==> config.mk <==
export PLATFORM = sky130hd
export DESIGN_NAME = decodificador_pt2272
export DESIGN_NICKNAME = d
export VERILOG_FILES = /design/src/rtl/decodificador_pt2272.sv
export SDC_FILE = /design/constraint.sdc
export NUM_CORES = 1
export LEC_CHECK = 0
export CAP_MARGIN = 20
export CORE_ASPECT_RATIO = 1.4
export CORE_MARGIN = 2
export CORE_UTILIZATION = 53
export DETAILED_ROUTE_END_ITERATION = 8
export HOLD_SLACK_MARGIN = 0.06
export PLACE_DENSITY = 0.76
export RECOVER_POWER = 100
export SKIP_LAST_GASP = 1
export SYNTH_ARGS = -nofsm -noshare
export SYNTH_HDL_FRONTEND = slang
export SYNTH_SLANG_ARGS = --single-unit
==> constraint.sdc <==
create_clock -name clk -period 2.3 [get_ports clk]
set_clock_uncertainty 0.15 [all_clocks]
set_input_delay 0.345 -clock clk [delete_from_list [all_inputs] [get_ports clk]]
set_output_delay 0.345 -clock clk [all_outputs]
set_load 0.01 [all_outputs]
Cell area per tile:
Bar = 20 um. 8 x 10 tiles, from dark blue (low) to red (high), 0 to 100% covered.
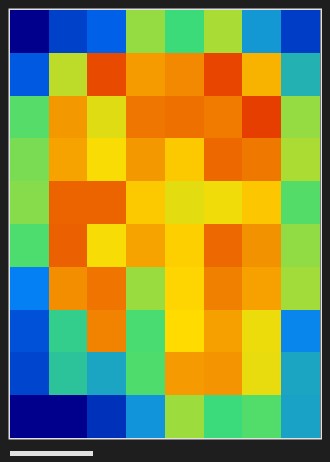
emptiest ninth of the die: south-west
nearly empty tiles: 3.7%
mean over tiles: 62%
core area: 0.00689 mm^2
Starting Density: 54.4%
Layout Utilization: 71.1%

Cells colored by class:
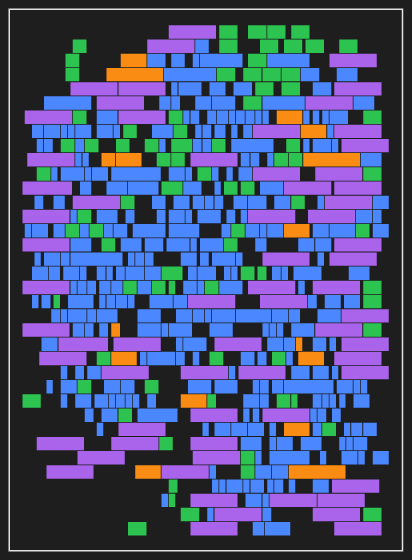
[blue] remaining logic cells | cells: 303 | share of their area: 47%
[orange] clock drivers and dummy loads | cells: 16 | share of their area: 5.1%
[green] remaining buffers and delay cells | cells: 81 | share of their area: 14%
[purple] sequential cells | cells: 65 | share of their area: 34%
Seq/total area: 33.2%
final instance area: 0.00490 mm^2
# rows: 36

Signal metal coverage by tile:
Bar = 20 um. 15 x 21 tiles, from dark blue (low) to red (high), scaled to the fullest tile. Values are wire area over tile area, all layers added.
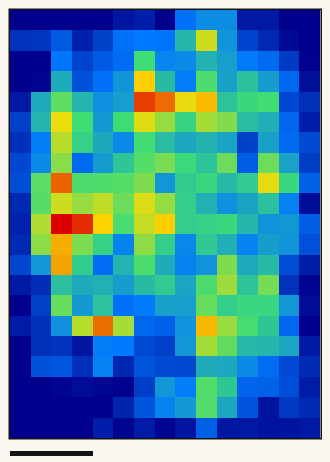
emptiest ninth of the die: south-west
fullest tile: 0.55
tiles over half the peak: 21%
mean over tiles: 0.17
DRT Wirelength: 8640 um
Vias: 3132

Sizing map:
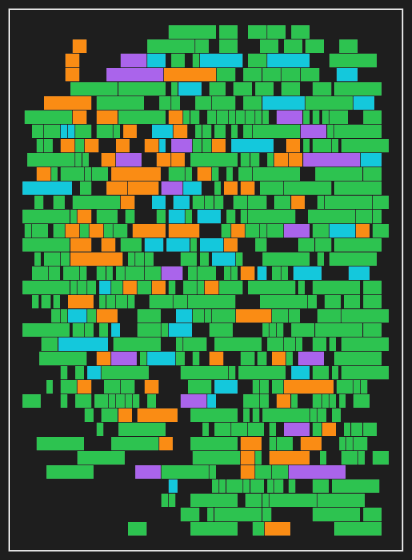
[green] x1 and smaller | cells: 345
[cyan] x2 | cells: 39
[purple] x6 and larger | cells: 16
[orange] x3 and x4 | cells: 65
fin worst setup slack: -0.0573 ns
Area Growth Syn to Fin: 30.7%
Repair and plain buffers: 81

==> results.tsv <==
metric	value	unit
status	finished with violations	
violations	setup timing	
busiest_layer	met2	
grt_overflow	0	
root_buffer	clkbuf_8	
drtPass1Iterations	5	
routabilityCongestion	0.815	
edf_count	0	
final_layout_top_logic_cells	dfrtp_1, buf_4, nor2_1	
cts_tree	done	
nonClkBufAreaFrac	13.5	%
dominant-cell-class	multi-input combinational cells	
fin_cells	560	
swShare	21.2	%
path_clk_slew	0.07	ns
gr-usage-all-layers	23.3	%
crit_path_end_kind	flop	
ys_area	0.00375	mm^2
fin_crit	2.36	ns
seq_area	0.00163	mm^2
crit_type	reg2reg	
final_nets	494	
grt_pass1_wl	14000	um
clkbuf_count	11	
clock_area_share	4.98	%
synth_flop_count	65	
yosysWarnings	0	
top_area_cell	dfrtp_1	
avgSynthCellArea	9.84	um^2
p_switching	540	uW
inverters	17	
critPathArrivalTime	2.40	ns
cts_made_buffers	9	
grtUsageMet3	3.60	%
setup_slack	-0.0573	ns
comb_area_share	44.5	%
area_leaders	dfrtp_1, ha_1, nor2_1	
routed.top_layer	met4	
critical_path.cell_chain	buf_4 > buf_4 > ha_1 > nand4_1 > nor2_2 > a2111oi_4 > nor2b_4 > nand3_1 > xor2_1 > nor2_1	
setup-violations-final	14	
drcViolationCount	0	
reg2reg_depth	10	
antenna_found_initial	0	
placedCellCount	535	
ys.flop_type	dfrtp_1	
synthArstFlopShare	100	%
synth_area	0.00375	mm^2
cpMaxStageDelayCell	dfrtp_1	
viasPerCell	5.59	
hold_depth	0	
finalClockPeriodUsage	102	%
p_per_area	520	mW/mm^2
largest_reg_flops	19	
required	2.35	ns
cp-start-kind	flop	
route.met2.wl	4920	um
path_depth	10	
comb_cells	286	
place_area	0.00442	mm^2
tap-cell-count	95	
use_met1	27.2	%
relSlewSlack	18.9	%
rsz0062_at_grt	true	
ys_types	59	
critical_path.max_stage_delay	0.40	ns
cts.sinks	65	
hold_viol	0	
ys_seq_share	43.4	%
internal_power	2.01	mW
top_cell_area_share	43.4	%
seqPwrFrac	45.9	%
hpwl	6050	um
timing.critical_path.mode_cell	buf_4	
h-tree-depth	3	
ys_cells	381	
met3WireLength	221	um
pwr-share-clk	46.0	%
openroad.warnings	38	
port_buffers	26	
nFillCells	520	
grt_max_degree	50	
r2r_setup_slack	-0.06	ns
drive_gt1_share	25.8	%
path_buffers	2	
ios	27	
dr.first_iter.drc_count	190	
grt_pass1_vias	3119	
cp_top_family	simple AND/OR/NAND/NOR gates	
report.final.slew_viol_count	0	
drt.antenna.violating_nets	0	
path_max_fanout	4	
worstMarginPinSlew	1.22	ns
netlist_instances	381	
use_met2	40.0	%
seq_cells	65	
mostFrequentLayoutCell	dfrtp_1	
syn_nets	415	
wl_met1	3350	um
clk_path_buf_depth	2	
die_h	104	um
max-cap-violations	0	
leakagePower	2.17	nW
hold_path_class	reg2reg	
hold_buffers	0	
num_antenna_cells	0	
clk_latency	0.33	ns
ir_drop	0.000417	V
wire_per_inst	15.4	um
fmax	0.424	GHz
die_x	75.1	um
die_area	0.00777	mm^2
power_frac_comb	8.1	%
final-comb-area	0.00218	mm^2
==> cell families (layout without fill, tap and decap cells) <==
group                    after synthesis  in the layout  synth area share (%)
adder cells (fa/ha/maj)               15             15                  5.01
buffers and inverters                 30            114                  3.67
multiplexers                          16             16                  5.77
XOR/XNOR                              32             32                  7.48
flip-flops                            65             65                  43.4
AND-OR/OR-AND                         55             55                  11.0
AND/OR/NAND/NOR                      168            168                  23.6
==> power by group through the flow <==
stage / registers (mW) / clock network [mW] / logic, mW
after floorplan: 1.20 / 0 / 0.0841
after global placement: 1.19 / 0 / 0.174
after detailed placement: 1.19 / 0 / 0.181
after CTS: 1.17 / 1.21 / 0.192
after global routing: 1.17 / 1.27 / 0.226
final: 1.17 / 1.17 / 0.207
==> stage by stage <==
stage / utilization, % / hold WS [ns] / worst slack, ns / TNS, ns / power (mW)
floorplan: - / 0.181 / 0.0277 / 0 / 1.28
global placement: 64.2 / 0.184 / -0.00550 / -0.00550 / 1.36
detailed placement: 64.2 / 0.186 / -0.101 / -0.722 / 1.37
CTS: 68.9 / 0.202 / -0.0537 / -0.214 / 2.57
global route: 71.1 / 0.215 / -0.197 / -4.88 / 2.67
finish: 71.1 / 0.200 / -0.0573 / -0.381 / 2.55
==> cell usage after synthesis (all sizes together) (4+ instances only) <==
cell type	instances
nor3b	4
mux2	5
a22o	4
buf	7
nand4	6
or3	4
nand2	38
o21ai	14
nand4b	4
nor4	6
dfrtp	65
ha	15
nand3	19
xor2	18
and3	5
nor2	45
mux2i	7
clkbuf	6
inv	17
a21oi	11
nand2b	4
mux4	4
nor3	20
xnor2	14
==> what timing repair did <==
| action | in CTS | in global routing |
|---|---|---|
| setup endpoints to repair | 25 | 41 |
| buffers inserted | 3 | 7 |
| pin swaps | 10 | 18 |
| resized | 16 | 34 |
Power figures rest on the tool's default switching activity, not on a simulated workload.
